--- src/rtl/cmd_pkg.sv ---
// -----------------------------------------------------------------------------
// cmd_pkg
// Shared definitions for the command decoder:
//   - ASCII byte values recognised on the UART path
//   - cmd_t         : decoded command (one value per output pulse)
//   - rep_state_t   : auto-repeat FSM states
//   - button index constants for the packed button vector
//   - decode_ascii / is_ignored helper functions
// -----------------------------------------------------------------------------
package cmd_pkg;

    // ASCII command characters, upper and lower case
    localparam logic [7:0] ASCII_UP_UC    = 8'h55; // 'U'
    localparam logic [7:0] ASCII_UP_LC    = 8'h75; // 'u'
    localparam logic [7:0] ASCII_DOWN_UC  = 8'h44; // 'D'
    localparam logic [7:0] ASCII_DOWN_LC  = 8'h64; // 'd'
    localparam logic [7:0] ASCII_LEFT_UC  = 8'h4C; // 'L'
    localparam logic [7:0] ASCII_LEFT_LC  = 8'h6C; // 'l'
    localparam logic [7:0] ASCII_RIGHT_UC = 8'h52; // 'R'
    localparam logic [7:0] ASCII_RIGHT_LC = 8'h72; // 'r'
    localparam logic [7:0] ASCII_CLEAR_UC = 8'h43; // 'C'
    localparam logic [7:0] ASCII_CLEAR_LC = 8'h63; // 'c'
    localparam logic [7:0] ASCII_MODE_UC  = 8'h4D; // 'M'
    localparam logic [7:0] ASCII_MODE_LC  = 8'h6D; // 'm'
    // Line terminators sent by terminals; silently discarded
    localparam logic [7:0] ASCII_CR       = 8'h0D;
    localparam logic [7:0] ASCII_LF       = 8'h0A;

    // Bit positions inside the packed button vector
    localparam int BTN_UP    = 0;
    localparam int BTN_DOWN  = 1;
    localparam int BTN_LEFT  = 2;
    localparam int BTN_RIGHT = 3;
    localparam int BTN_CLEAR = 4;
    localparam int NUM_BTN   = 5;

    typedef enum logic [2:0] {
        CMD_NONE  = 3'd0,
        CMD_UP    = 3'd1,
        CMD_DOWN  = 3'd2,
        CMD_LEFT  = 3'd3,
        CMD_RIGHT = 3'd4,
        CMD_CLEAR = 3'd5,
        CMD_MODE  = 3'd6
    } cmd_t;

    typedef enum logic [1:0] {
        R_IDLE   = 2'd0,
        R_DELAY  = 2'd1,
        R_REPEAT = 2'd2
    } rep_state_t;

    // Map a received byte to a command; CMD_NONE for anything unrecognised
    function automatic cmd_t decode_ascii(input logic [7:0] b);
        cmd_t result;
        case (b)
            ASCII_UP_UC,    ASCII_UP_LC:    result = CMD_UP;
            ASCII_DOWN_UC,  ASCII_DOWN_LC:  result = CMD_DOWN;
            ASCII_LEFT_UC,  ASCII_LEFT_LC:  result = CMD_LEFT;
            ASCII_RIGHT_UC, ASCII_RIGHT_LC: result = CMD_RIGHT;
            ASCII_CLEAR_UC, ASCII_CLEAR_LC: result = CMD_CLEAR;
            ASCII_MODE_UC,  ASCII_MODE_LC:  result = CMD_MODE;
            default:                        result = CMD_NONE;
        endcase
        return result;
    endfunction

    function automatic logic is_ignored(input logic [7:0] b);
        return (b == ASCII_CR) || (b == ASCII_LF);
    endfunction

endpackage

--- src/rtl/key_repeat_timer.sv ---
// -----------------------------------------------------------------------------
// key_repeat_timer
// Auto-repeat FSM for the up/down buttons. Arms on an up or down edge while
// the opposite button is released, waits REPEAT_DELAY_CYC cycles, then fires
// every REPEAT_RATE_CYC cycles for as long as the same button alone is held.
// Ports:
//   clk, reset            : clock, synchronous active-high reset
//   up_level, down_level  : registered button levels
//   up_edge, down_edge    : rising-edge flags aligned with the levels above
//   rep_up, rep_down      : combinational fire flags for this cycle
// -----------------------------------------------------------------------------
module key_repeat_timer #(
    parameter int unsigned REPEAT_DELAY_CYC = 50_000_000,
    parameter int unsigned REPEAT_RATE_CYC  = 10_000_000
) (
    input  logic clk,
    input  logic reset,
    input  logic up_level,
    input  logic down_level,
    input  logic up_edge,
    input  logic down_edge,
    output logic rep_up,
    output logic rep_down
);
    import cmd_pkg::*;

    localparam int unsigned MAX_CYC = (REPEAT_DELAY_CYC > REPEAT_RATE_CYC) ?
                                      REPEAT_DELAY_CYC : REPEAT_RATE_CYC;
    localparam int unsigned CNT_W   = (MAX_CYC > 1) ? $clog2(MAX_CYC) : 1;
    localparam logic [CNT_W-1:0] DELAY_LAST = CNT_W'(REPEAT_DELAY_CYC - 1);
    localparam logic [CNT_W-1:0] RATE_LAST  = CNT_W'(REPEAT_RATE_CYC - 1);

    rep_state_t       state_reg, state_next;
    logic [CNT_W-1:0] cnt_reg, cnt_next;
    logic             dir_up_reg, dir_up_next;
    logic             held;
    logic             fire;

    // Only the armed button held on its own keeps the sequence alive;
    // pressing both at once cancels it.
    assign held = dir_up_reg ? (up_level & ~down_level) : (down_level & ~up_level);

    always_comb begin
        state_next  = state_reg;
        cnt_next    = cnt_reg;
        dir_up_next = dir_up_reg;
        fire        = 1'b0;
        case (state_reg)
            R_IDLE: begin
                cnt_next = '0;
                if (up_edge && !down_level) begin
                    state_next  = R_DELAY;
                    dir_up_next = 1'b1;
                end else if (down_edge && !up_level) begin
                    state_next  = R_DELAY;
                    dir_up_next = 1'b0;
                end
            end
            R_DELAY: begin
                if (!held) begin
                    state_next = R_IDLE;
                    cnt_next   = '0;
                end else if (cnt_reg == DELAY_LAST) begin
                    fire       = 1'b1;
                    state_next = R_REPEAT;
                    cnt_next   = '0;
                end else begin
                    cnt_next = cnt_reg + CNT_W'(1);
                end
            end
            R_REPEAT: begin
                if (!held) begin
                    state_next = R_IDLE;
                    cnt_next   = '0;
                end else if (cnt_reg == RATE_LAST) begin
                    fire     = 1'b1;
                    cnt_next = '0;
                end else begin
                    cnt_next = cnt_reg + CNT_W'(1);
                end
            end
            default: begin
                state_next = R_IDLE;
                cnt_next   = '0;
            end
        endcase
    end

    always_ff @(posedge clk) begin
        if (reset) begin
            state_reg  <= R_IDLE;
            cnt_reg    <= '0;
            dir_up_reg <= 1'b1;
        end else begin
            state_reg  <= state_next;
            cnt_reg    <= cnt_next;
            dir_up_reg <= dir_up_next;
        end
    end

    assign rep_up   = fire & dir_up_reg;
    assign rep_down = fire & ~dir_up_reg;

endmodule

--- src/rtl/command_decoder.sv ---
// -----------------------------------------------------------------------------
// command_decoder
// Merges debounced buttons and UART command bytes into one-cycle, mutually
// exclusive command pulses. Priority each cycle: button edge, then up/down
// auto-repeat, then the single pending UART command.
// Ports:
//   clk, reset                 : clock, synchronous active-high reset
//   rx_data, rx_done           : received byte and its one-cycle strobe
//   btn_up/down/left/right/clear : debounced levels, 1 = pressed
//   up/down/left/right/clear_pulse, mode_toggle_pulse : registered pulses
//   cmd_error                  : unknown byte or byte dropped (pending busy)
// -----------------------------------------------------------------------------
module command_decoder #(
    parameter int unsigned REPEAT_DELAY_CYC = 50_000_000,
    parameter int unsigned REPEAT_RATE_CYC  = 10_000_000
) (
    input  logic       clk,
    input  logic       reset,
    input  logic [7:0] rx_data,
    input  logic       rx_done,
    input  logic       btn_up,
    input  logic       btn_down,
    input  logic       btn_left,
    input  logic       btn_right,
    input  logic       btn_clear,
    output logic       up_pulse,
    output logic       down_pulse,
    output logic       left_pulse,
    output logic       right_pulse,
    output logic       clear_pulse,
    output logic       mode_toggle_pulse,
    output logic       cmd_error
);
    import cmd_pkg::*;

    logic [NUM_BTN-1:0] btn_now;
    logic [NUM_BTN-1:0] btn_reg;
    logic [NUM_BTN-1:0] btn_prev_reg;
    logic [NUM_BTN-1:0] btn_edge;

    logic rep_up, rep_down;
    logic btn_hit, rep_hit;
    logic emit_pending;

    cmd_t sel_cmd;
    cmd_t rx_cmd;
    logic rx_ignore;

    logic pend_valid_reg, pend_valid_next;
    cmd_t pend_cmd_reg,   pend_cmd_next;
    logic err_reg,        err_next;

    assign btn_now = {btn_clear, btn_right, btn_left, btn_down, btn_up};

    // Two-stage sampling: the edge is seen one cycle after the level is
    // sampled, so every pulse lands on the edge after the sampling edge.
    // Reset loads both stages with the live level, so a button held through
    // reset never looks like a fresh press.
    always_ff @(posedge clk) begin
        if (reset) begin
            btn_reg      <= btn_now;
            btn_prev_reg <= btn_now;
        end else begin
            btn_reg      <= btn_now;
            btn_prev_reg <= btn_reg;
        end
    end

    generate
        for (genvar gi = 0; gi < NUM_BTN; gi++) begin : g_edge
            assign btn_edge[gi] = btn_reg[gi] & ~btn_prev_reg[gi];
        end
    endgenerate

    key_repeat_timer #(
        .REPEAT_DELAY_CYC (REPEAT_DELAY_CYC),
        .REPEAT_RATE_CYC  (REPEAT_RATE_CYC)
    ) u_key_repeat_timer (
        .clk        (clk),
        .reset      (reset),
        .up_level   (btn_reg[BTN_UP]),
        .down_level (btn_reg[BTN_DOWN]),
        .up_edge    (btn_edge[BTN_UP]),
        .down_edge  (btn_edge[BTN_DOWN]),
        .rep_up     (rep_up),
        .rep_down   (rep_down)
    );

    assign btn_hit      = |btn_edge;
    assign rep_hit      = rep_up | rep_down;
    assign emit_pending = pend_valid_reg & ~btn_hit & ~rep_hit;

    assign rx_cmd    = decode_ascii(rx_data);
    assign rx_ignore = is_ignored(rx_data);

    // Output selection: simultaneous button edges lose silently to the
    // higher-priority one; the pending command just waits its turn.
    always_comb begin
        sel_cmd = CMD_NONE;
        if (btn_edge[BTN_CLEAR])      sel_cmd = CMD_CLEAR;
        else if (btn_edge[BTN_UP])    sel_cmd = CMD_UP;
        else if (btn_edge[BTN_DOWN])  sel_cmd = CMD_DOWN;
        else if (btn_edge[BTN_LEFT])  sel_cmd = CMD_LEFT;
        else if (btn_edge[BTN_RIGHT]) sel_cmd = CMD_RIGHT;
        else if (rep_up)              sel_cmd = CMD_UP;
        else if (rep_down)            sel_cmd = CMD_DOWN;
        else if (pend_valid_reg)      sel_cmd = pend_cmd_reg;
    end

    // Pending slot: a new byte may replace the entry that is leaving this
    // very cycle; otherwise a full slot keeps its entry and the byte is lost.
    always_comb begin
        pend_valid_next = pend_valid_reg;
        pend_cmd_next   = pend_cmd_reg;
        err_next        = 1'b0;
        if (emit_pending) begin
            pend_valid_next = 1'b0;
        end
        if (rx_done) begin
            if (rx_cmd != CMD_NONE) begin
                if (!pend_valid_reg || emit_pending) begin
                    pend_valid_next = 1'b1;
                    pend_cmd_next   = rx_cmd;
                end else begin
                    err_next = 1'b1;
                end
            end else if (!rx_ignore) begin
                err_next = 1'b1;
            end
        end
    end

    always_ff @(posedge clk) begin
        if (reset) begin
            up_pulse          <= 1'b0;
            down_pulse        <= 1'b0;
            left_pulse        <= 1'b0;
            right_pulse       <= 1'b0;
            clear_pulse       <= 1'b0;
            mode_toggle_pulse <= 1'b0;
            cmd_error         <= 1'b0;
            err_reg           <= 1'b0;
            pend_valid_reg    <= 1'b0;
            pend_cmd_reg      <= CMD_NONE;
        end else begin
            up_pulse          <= (sel_cmd == CMD_UP);
            down_pulse        <= (sel_cmd == CMD_DOWN);
            left_pulse        <= (sel_cmd == CMD_LEFT);
            right_pulse       <= (sel_cmd == CMD_RIGHT);
            clear_pulse       <= (sel_cmd == CMD_CLEAR);
            mode_toggle_pulse <= (sel_cmd == CMD_MODE);
            // Error is flagged at the byte's sampling edge and reported one
            // edge later, matching the latency of a decoded command.
            err_reg           <= err_next;
            cmd_error         <= err_reg;
            pend_valid_reg    <= pend_valid_next;
            pend_cmd_reg      <= pend_cmd_next;
        end
    end

endmodule
--- config.mk ---
export PLATFORM = sky130hd
export DESIGN_NAME = command_decoder
export DESIGN_NICKNAME = d
export VERILOG_FILES = /design/src/rtl/cmd_pkg.sv /design/src/rtl/key_repeat_timer.sv /design/src/rtl/command_decoder.sv
export SDC_FILE = /design/constraint.sdc
export NUM_CORES = 1
export LEC_CHECK = 0
export ABC_CLOCK_PERIOD_IN_PS = 4000
export CORE_ASPECT_RATIO = 0.75
export CORE_MARGIN = 2
export CORE_UTILIZATION = 35
export CTS_CLUSTER_SIZE = 16
export DETAILED_ROUTE_END_ITERATION = 10
export GPL_TIMING_DRIVEN = 0
export MAX_ROUTING_LAYER = met4
export SLEW_MARGIN = 20
export SYNTH_ARGS = -nofsm -noshare
export SYNTH_HDL_FRONTEND = slang
export SYNTH_SLANG_ARGS = --single-unit
--- constraint.sdc ---
create_clock -name clk -period 4 [get_ports clk]
set_clock_uncertainty 0.05 [all_clocks]
set_input_delay 0.6 -clock clk [delete_from_list [all_inputs] [get_ports clk]]
set_output_delay 0.6 -clock clk [all_outputs]
set_load 0.01 [all_outputs]
==> flow_metrics.py <==
# Synthesis and PnR figures
metrics = {
    "floorplan": {
        "fp.coreArea_um2": 6832,
        "die_h_um": 76.83,
        "floorplan.core_util_pct": 36.23,
        "die_x_um": 101.1,
    },
    "critical_path": {
        "cp-end-kind": "flop",
        "cp.depth": 8,
        "required_ns": 4.18,
        "crit_chain": "inv_1 > ha_1 > or3_1 > or4_1 > a211oi_2 > mux2i_1 > nand2_1 > nor3_1",
        "reg2reg_to": "right_pulse$_SDFF_PP0_",
        "crit_path_top_delay_cell": "or4_1",
    },
    "clock_tree": {
        "cts_resized": 0,
        "path_clk_slew_ns": 0.09,
        "clk_latency_ns": 0.30,
        "cts_max_level": 2,
        "cts-buffers-inserted": 5,
        "clock-root-buffer": "clkbuf_8",
        "postCtsHoldBufs": 0,
    },
    "worst_hold_path": {
        "holdPathEnd": "cmd_error$_SDFF_PP0_",
        "hold_start": "err_reg$_SDFF_PP0_",
        "worst_hold_path.num_cells": 1,
    },
    "detailed_routing": {
        "dr.pass1.iters": 4,
        "drc": 0,
        "first_iter_violations": 87,
    },
    "timing": {
        "setup-tns-final_ns": 0,
        "min_period_ns": 2.461,
        "rsz0062_at_grt": "no",
        "finalSetupViolations": 0,
        "max_freq_mhz": 406.3,
        "finalClockPeriodUsage_pct": 61.53,
        "worst_pin_slew_ns": 0.6527,
        "maxSlewViolCount": 0,
    },
    "logic_synthesis": {
        "synth_cells": 276,
        "ys_seq_share_pct": 41.25,
        "yosysChipArea_um2": 2475,
        "common_cells": "51 x dfxtp_1, 37 x nor2_1, 25 x nand2_1, 17 x nand3_1, 15 x xor2_1",
        "synth_area_um2": 2475,
        "fp_nets": 296,
        "async_reset_ff_share_pct": 0,
        "synth_flops": 51,
        "synth.distinct_cells": 53,
        "yosysWarningCount": 0,
    },
    "power_and_ir_drop": {
        "ir_worst_vdd_v": 0.0001332,
    },
    "run": {
        "drv_cap": 0,
    },
    "grt": {
        "antenna_found_initial": 0,
        "grt_start_max_net_pins": 16,
        "grt.overflow.total": 0,
    },
    "layout": {
        "seq_area_um2": 1021,
    },
    "run_status": {
        "status": "finished, final reports clean",
    },
    "place": {
        "gp_congestion": 0.8073,
    },
}
where the power goes:
group	switching (W)	internal [W]
sequential	0.00000642	0.000520
clock	0.000166	0.000123
combinational	0.0000460	0.0000457
kinds of logic after synthesis:
group	synth area share, %
XOR/XNOR	8.847
AND-OR/OR-AND	11.32
flip-flops	41.25
AND/OR/NAND/NOR	30.43
adder cells (fa/ha/maj)	2.022
buffers and inverters	2.224
multiplexers	3.893
layer usage:
metal	track usage (%)	share of wire, %	vias up
li1	-	-	1045
met1	21.49	56	914
met2	17.88	38	33
met3	4.558	5.5	2
met4	2.432	0.34	0
met5	-	0	-
worst max path at each step:
stage,start,end
5_1_grt,u_key_repeat_timer.cnt_reg[0]$_SDFF_PP0_,u_key_repeat_timer.cnt_reg[14]$_SDFF_PP0_
3_5_place_dp,rx_data[2],pend_cmd_reg[1]$_SDFFE_PP0P_
6_report,u_key_repeat_timer.state_reg[0]$_SDFFE_PP0P_,right_pulse$_SDFF_PP0_
2_1_floorplan,u_key_repeat_timer.state_reg[0]$_SDFFE_PP0P_,pend_cmd_reg[0]$_SDFFE_PP0P_
3_3_place_gp,rx_data[2],pend_cmd_reg[0]$_SDFFE_PP0P_
4_1_cts,u_key_repeat_timer.state_reg[0]$_SDFFE_PP0P_,pend_cmd_reg[1]$_SDFFE_PP0P_
stage by stage:
stage | instance area, um2 | hold slack [ns] | utilization, % | instances
CTS | 2885 | 0.4020 | 42.23 | 390
detailed placement | 2800 | 0.3788 | 40.99 | 382
finish | 2885 | 0.3963 | 42.23 | 390
global placement | 2800 | 0.3757 | 40.99 | 382
global route | 2885 | 0.4353 | 42.23 | 390
floorplan | 2475 | 0.3638 | - | 276
worst reg2reg max path, cell delays in order (launching register included):
cell	delay, ns
dfxtp_1	0.34
inv_1	0.07
ha_1	0.25
or3_1	0.33
or4_1	0.43
a211oi_2	0.36
mux2i_1	0.35
nand2_1	0.09
nor3_1	0.13
placed cells by master (no fill, tap or decap), types with 2 or more instances in the layout:
cell type,count
a21oi_1,4
a31o_2,2
a31oi_1,4
and2_1,4
and3_1,4
and4_1,4
and4b_1,2
buf_2,2
clkbuf_1,4
clkbuf_8,5
clkdlybuf4s50_1,22
dfxtp_1,51
ha_1,4
inv_1,8
mux2_2,5
mux2i_1,4
nand2_1,25
nand2b_1,7
nand3_1,17
nand3_2,2
nand3b_1,2
nand4_1,5
nand4_2,2
nand4bb_1,2
nor2_1,37
nor2b_1,6
nor3_1,5
nor4_1,4
o211a_1,3
o211ai_1,2
o21ai_0,5
o21ai_1,2
o221ai_1,2
o31ai_1,2
or4_1,2
xnor2_1,10
xor2_1,15
layout make-up:
class,instances,area share [%]
buffer,5,0.7372
clock buffer,6,2.515
clock inverter,2,0.4337
inverter,9,1.171
multi-input combinational,211,48.48
sequential,51,35.39
tap,84,3.643
timing repair buffer,22,7.632
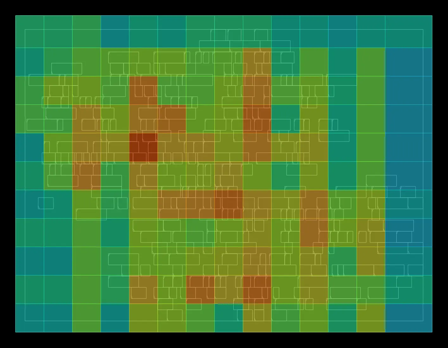
final_congestion.png
Top Usage Layer GRT: met1
post-layout util: 42.23%
WL/cell: 12.91 um
met2 Usage GRT: 17.88%

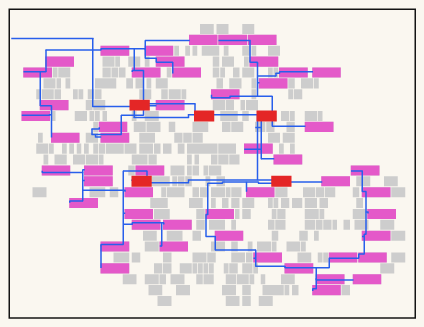
clock_map.png
Scale: 4 px per um.
legend:
  blue:
    item: clock wires
    length: 611 um
  magenta:
    item: flip-flops
    count: 51
  red:
    item: cells driving clock nets
    count: 5
flops lie: widely spread
routed clock nets: 6
Clock group: 0.000288 W
Clk network pwr share: 31.8%

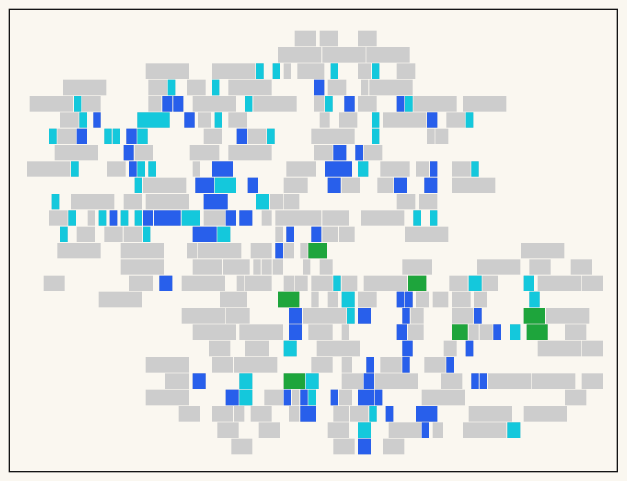
gate_families.png
Scale: 6 px per um.
legend:
  blue:
    family: NAND gates
    cells: 63
  cyan:
    family: NOR gates
    cells: 55
    where: widely spread
  green:
    family: AND-OR and OR-AND gates
    cells: 7
Comb/total area: 48.48%
final std cells w/o fill: 390
most numerous logic cell after layout: dfxtp_1

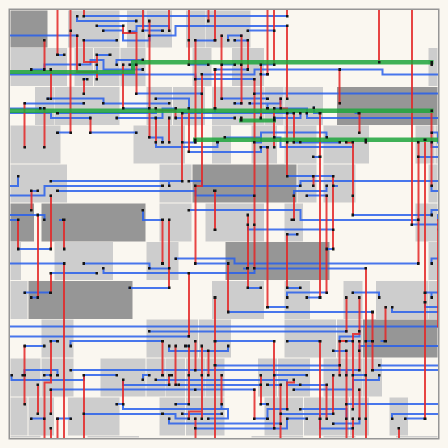
zoom.png
Region (36, 8) to (66, 38) um. Cells in gray, sequential cells in the stronger gray; small squares are vias.
legend:
  red:
    layer: met2
  green:
    layer: met3
  blue:
    layer: met1
most frequent: nand2_1 (8), dfxtp_1 (6)
cells with their middle in the window: 69
netlist names of flops here include: `btn_prev_reg` (2), `btn_reg` (2)
sequential cells in the window: 6

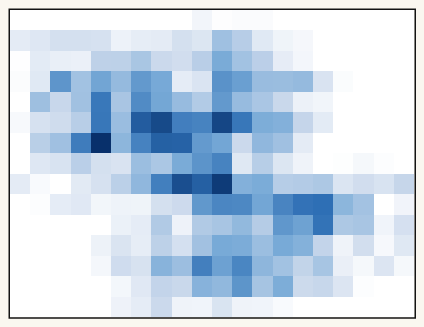
wire_density.png
Scale: 4 px per um. 20 x 15 tiles, from white (low) to dark blue (high), scaled to the fullest tile. Values are wire area over tile area, all layers added.
mean over tiles: 0.10
fullest tile: 0.44
tiles over half the peak: 15%
emptiest ninth of the die: lower left
densest ninth of the die: center
GRT Resource Usage Total: 14.06%
routed via count: 1,994

Power is estimated from default activity; no workload was simulated.
